**src/rtl/pipelined_barrel_shifter.sv**
```systemverilog
// Pipelined barrel shifter with four shift modes, a carry-out and valid/ready flow control.
// There is one register stage per shift-amount bit. Stage k applies a shift of 2^k.
// A stall at the output freezes the whole pipeline. Bubbles are kept, never squeezed out.
module pipelined_barrel_shifter #(
    parameter  int DATA_W  = 32,
    localparam int SHAMT_W = $clog2(DATA_W)
) (
    input  logic               sys_clock,
    input  logic               reset_rtl,
    input  logic               in_valid,
    output logic               in_ready,
    input  logic [DATA_W-1:0]  in_data,
    input  logic [SHAMT_W-1:0] in_shamt,
    input  logic [1:0]         in_mode,
    output logic               out_valid,
    input  logic               out_ready,
    output logic [DATA_W-1:0]  out_data,
    output logic               out_carry
);

    localparam int LAST = SHAMT_W - 1;

    typedef enum logic [1:0] {
        MODE_SLL = 2'b00,
        MODE_SRL = 2'b01,
        MODE_SRA = 2'b10,
        MODE_ROR = 2'b11
    } mode_e;

    // Shift or rotate one operand by a fixed distance n.
    // In this design n is always 2^k, so it is strictly less than DATA_W.
    // The sign bit stays unchanged through every partial arithmetic shift.
    // That means each SRA stage can take its fill from the current MSB.
    function automatic logic [DATA_W-1:0] shift_stage(
        input logic [DATA_W-1:0] d,
        input logic [1:0]        m,
        input int unsigned       n
    );
        logic [DATA_W-1:0] r;
        case (mode_e'(m))
            MODE_SLL: r = d << n;
            MODE_SRL: r = d >> n;
            MODE_SRA: r = DATA_W'($signed(d) >>> n);
            MODE_ROR: r = (d >> n) | (d << (DATA_W - int'(n)));
            default:  r = d;
        endcase
        return r;
    endfunction

    // Carry-out is the last bit that leaves the operand.
    // Left shifts lose bit DATA_W-s last. Right shifts and rotates lose bit s-1 last.
    // The expression ~s + 1 equals DATA_W - s modulo 2^SHAMT_W, and that value is always in range.
    function automatic logic carry_out(
        input logic [DATA_W-1:0]  d,
        input logic [SHAMT_W-1:0] s,
        input logic [1:0]         m
    );
        logic [SHAMT_W-1:0] idx;
        logic               c;
        idx = {SHAMT_W{1'b0}};
        if (s == {SHAMT_W{1'b0}}) begin
            c = 1'b0;
        end else if (mode_e'(m) == MODE_SLL) begin
            idx = ~s + {{(SHAMT_W-1){1'b0}}, 1'b1};
            c   = d[idx];
        end else begin
            idx = s - {{(SHAMT_W-1){1'b0}}, 1'b1};
            c   = d[idx];
        end
        return c;
    endfunction

    // Pipeline registers. Stage k holds the result of the shift by bit k.
    // Mode and the shift-amount bits that are still unused are kept only for stages that feed a later stage.
    logic [DATA_W-1:0]  r_data  [SHAMT_W];
    logic               r_valid [SHAMT_W];
    logic               r_carry [SHAMT_W];
    logic [1:0]         r_mode  [LAST];
    logic [SHAMT_W-1:0] r_shamt [LAST];

    // Stage inputs and stage shift results
    logic [DATA_W-1:0]  w_in_data  [SHAMT_W];
    logic [1:0]         w_in_mode  [SHAMT_W];
    logic [SHAMT_W-1:0] w_in_shamt [SHAMT_W];
    logic               w_in_valid [SHAMT_W];
    logic               w_in_carry [SHAMT_W];
    logic [DATA_W-1:0]  w_out_data [SHAMT_W];

    logic w_stall;
    logic w_in_ready;

    assign w_stall    = r_valid[LAST] & ~out_ready;
    assign w_in_ready = ~w_stall;

    assign in_ready  = w_in_ready;
    assign out_valid = r_valid[LAST];
    assign out_data  = r_data[LAST];
    assign out_carry = r_carry[LAST];

    // Route each stage's inputs: stage 0 takes the ports, and every later stage takes the previous register
    always_comb begin
        w_in_data[0]  = in_data;
        w_in_mode[0]  = in_mode;
        w_in_shamt[0] = in_shamt;
        w_in_valid[0] = in_valid & w_in_ready;
        w_in_carry[0] = carry_out(in_data, in_shamt, in_mode);
        for (int k = 1; k < SHAMT_W; k++) begin
            w_in_data[k]  = r_data[k-1];
            w_in_mode[k]  = r_mode[k-1];
            w_in_shamt[k] = r_shamt[k-1];
            w_in_valid[k] = r_valid[k-1];
            w_in_carry[k] = r_carry[k-1];
        end
    end

    // Each stage shifts by 2^k when the shift-amount bit now at position 0 is set
    always_comb begin
        for (int k = 0; k < SHAMT_W; k++) begin
            if (w_in_shamt[k][0]) begin
                w_out_data[k] = shift_stage(w_in_data[k], w_in_mode[k], 32'd1 << k);
            end else begin
                w_out_data[k] = w_in_data[k];
            end
        end
    end

    // Advance the whole pipeline one stage unless the output is stalled.
    // Reset clears every stage, so in-flight operations are flushed.
    always_ff @(posedge sys_clock or posedge reset_rtl) begin
        if (reset_rtl) begin
            for (int k = 0; k < SHAMT_W; k++) begin
                r_data[k]  <= {DATA_W{1'b0}};
                r_valid[k] <= 1'b0;
                r_carry[k] <= 1'b0;
            end
            for (int k = 0; k < LAST; k++) begin
                r_mode[k]  <= 2'b00;
                r_shamt[k] <= {SHAMT_W{1'b0}};
            end
        end else if (!w_stall) begin
            for (int k = 0; k < SHAMT_W; k++) begin
                r_data[k]  <= w_out_data[k];
                r_valid[k] <= w_in_valid[k];
                r_carry[k] <= w_in_carry[k];
            end
            for (int k = 0; k < LAST; k++) begin
                r_mode[k]  <= w_in_mode[k];
                r_shamt[k] <= w_in_shamt[k] >> 1;
            end
        end else begin
            // Output is blocked: every stage holds its value
            for (int k = 0; k < SHAMT_W; k++) begin
                r_data[k]  <= r_data[k];
                r_valid[k] <= r_valid[k];
                r_carry[k] <= r_carry[k];
            end
        end
    end

endmodule

```
**config.mk**
```make
export PLATFORM = sky130hd
export DESIGN_NAME = pipelined_barrel_shifter
export DESIGN_NICKNAME = d
export VERILOG_FILES = /design/src/rtl/pipelined_barrel_shifter.sv
export SDC_FILE = /design/constraint.sdc
export NUM_CORES = 1
export LEC_CHECK = 0
export CORE_ASPECT_RATIO = 0.6
export CORE_MARGIN = 2
export CORE_UTILIZATION = 59
export CTS_CLUSTER_SIZE = 10
export DETAILED_ROUTE_END_ITERATION = 7
export MAX_ROUTING_LAYER = met4
export PLACE_DENSITY = 0.8
export SYNTH_ARGS = -nofsm -noshare
export SYNTH_HDL_FRONTEND = slang
export SYNTH_SLANG_ARGS = --single-unit
```
**constraint.sdc**
```tcl
create_clock -name sys_clock -period 8.3 [get_ports sys_clock]
set_clock_uncertainty 0.2 [all_clocks]
set_input_delay 1.66 -clock sys_clock [delete_from_list [all_inputs] [get_ports sys_clock]]
set_output_delay 1.66 -clock sys_clock [all_outputs]
set_load 0.02 [all_outputs]
```
==> flow_summary.json <==
{
  "outcome": "completed",
  "ant_nets": 0,
  "cp_num_buf_inv": 4,
  "rsz0062_at_grt": "false",
  "tightestPinTransition_ps": 1280,
  "layout_min_cycle_time_ps": 5410,
  "p_per_area_mw_per_mm2": 388,
  "worstSetupEndpointType": "primary output",
  "io_buffers": 77,
  "p_sw_mw": 2.03,
  "grtUsageTotal_pct": 31.2,
  "p_comb_share_pct": 41.5,
  "grt_max_degree": 140,
  "r2r_start": "r_shamt[0]",
  "hold_violations": 0,
  "first_iter_violations": 1297,
  "synth_top_cell_by_area": "dfrtp_1",
  "vdd_drop_max_uv": 188,
  "fin_crit_sh_pct": 65.2,
  "dr.pass1.iters": 6,
  "pre_cts_ws_ps": 2890,
  "post_cts_resized": 0,
  "drcViolationCount": 0,
  "startpoint": "out_ready",
  "crit_path_cell_trace": "clkdlybuf4s50_1 > nor2b_4 > buf_4 > clkinv_1 > clkdlybuf4s50_1",
  "swShare_pct": 45.2,
  "crit_fanout": 80,
  "top_area_share_pct": 45.0,
  "synth-edff-count": 0,
  "worstHoldPathCells": 1,
  "grt_overflow_total": 0,
  "r2r_setup_slack_ps": 4600,
  "yosys-stat-area_mm2": 0.0105,
  "via_per_inst": 6.02,
  "cp-endpoint": "in_ready",
  "num-nets-final": 1370,
  "synth_cells": 1355,
  "cp_slowest_stage_delay_ps": 570,
  "crit_cells": 5,
  "cap_violations": 0,
  "chipArea_mm2": 0.0188,
  "grt_pass1_vias": 8277,
  "crit_path_top_delay_cell": "buf_4",
  "cts_hold_buf": 0,
  "final_cells": 1572,
  "syn_area_mm2": 0.0105,
  "yosysWarnings": 0,
  "gp_congestion": 0.960,
  "clkTransAtPathRegs_ps": 70,
  "crit_type": "primary input to primary output",
  "finalWorstSetupSlack_ps": 2890
}
[through the flow]
stage / util, % / area [um2]
2_1_floorplan: - / 10500
3_3_place_gp: 63.4 / 10900
3_5_place_dp: 63.4 / 10900
4_1_cts: 66.9 / 11500
5_1_grt: 66.9 / 11500
6_report: 66.9 / 11500
[area by class of cell]
| cell class | count | area, um2 |
|---|---|---|
| inverter | 8 | 35.0 |
| sequential | 188 | 4700 |
| clock inverter | 14 | 165 |
| multi-input combinational | 1018 | 5030 |
| timing repair buffer | 92 | 883 |
| clock buffer | 18 | 439 |
| fill | 1388 | 5720 |
| tap | 234 | 293 |
[power groups by stage]
stage	Combinational (mW)	Sequential (mW)	Clock (mW)
floorplan	1.47	1.60	0
global placement	1.77	1.76	0
detailed placement	1.83	1.78	0
CTS	1.85	1.77	0.831
global route	2.11	1.84	0.875
finish	1.86	1.80	0.826
[state kept, by name, indices dropped and copies added (netlist names)]
name,cells
r_data,128
out_valid,1
r_mode,8
r_carry,4
r_valid,4
out_carry,1
out_data,32
r_shamt,10
[layer usage]
metal  wire length, um  up-vias  GRT usage [%]  share of wire, %
met1             12700     4480           47.7                46
met4               189        0           5.79              0.69
li1                  -     4504              -                 -
met2             11300      449           40.9                41
met3              3320       23           9.40                12
met5                 0        -              -                 0
[worst min-delay path by stage]
stage / from / end
detailed placement: r_valid[1] / out_valid
finish: r_valid[1] / out_valid
CTS: r_valid[1] / out_valid
global route: r_valid[1] / out_valid
global placement: r_valid[1] / out_valid
floorplan: r_valid[1] / r_valid[1]
[cell families after synthesis]
logic type	count (synthesis)	share of synthesized area (%)
AND-OR/OR-AND	383	19.7
XOR/XNOR	4	0.407
adder cells (fa/ha/maj)	2	0.239
buffers and inverters	149	7.03
flip-flops	188	45.0
multiplexers	21	4.12
AND/OR/NAND/NOR	608	23.5
[worst reg2reg max path, stage by stage (launching register included)]
cell and delay [ps]:
dfrtp_1 990, clkinv_1 840, nor2_1 1170, a221oi_1 270, nor2_1 170
[placed cells by master, fill, tap and decap left out, drive strengths merged]
cell type and count:
a311oi 1, clkdlybuf4s50 77, nor2b 16, inv 15, o21ai 244, a21o 1, or2 4, nand2b 3
mux2 1, nand2 458, dfrtp 188, nor3b 2, o2111ai 2, a21oi 84, a32oi 2, clkbuf 18
xor2 1, nor2 46, and2 1, and3 3, a22oi 11, nand3 73, o211a 1, o21a 2
ha 2, xnor2 3, o31ai 1, clkinv 7, a31oi 17, nand4 1, mux2i 4, nor3 1
buf 15, mux4 16, a221oi 17
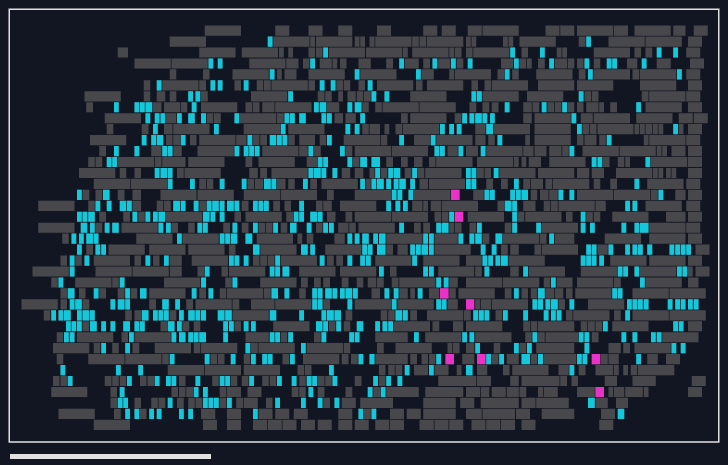
*Selected gate families*
Bar = 50 um.
Key: nand cells = cyan [cells 535]; and/or cells = magenta [cells 8]

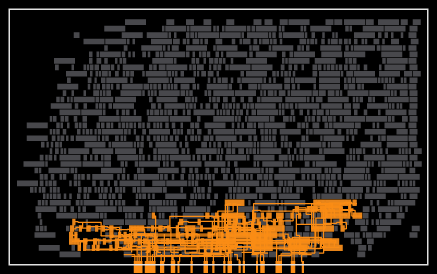
*Nets reached from selected ports*
Key: in_data = orange [direction input, end cells 112, buffers 32, wire 2620 um]

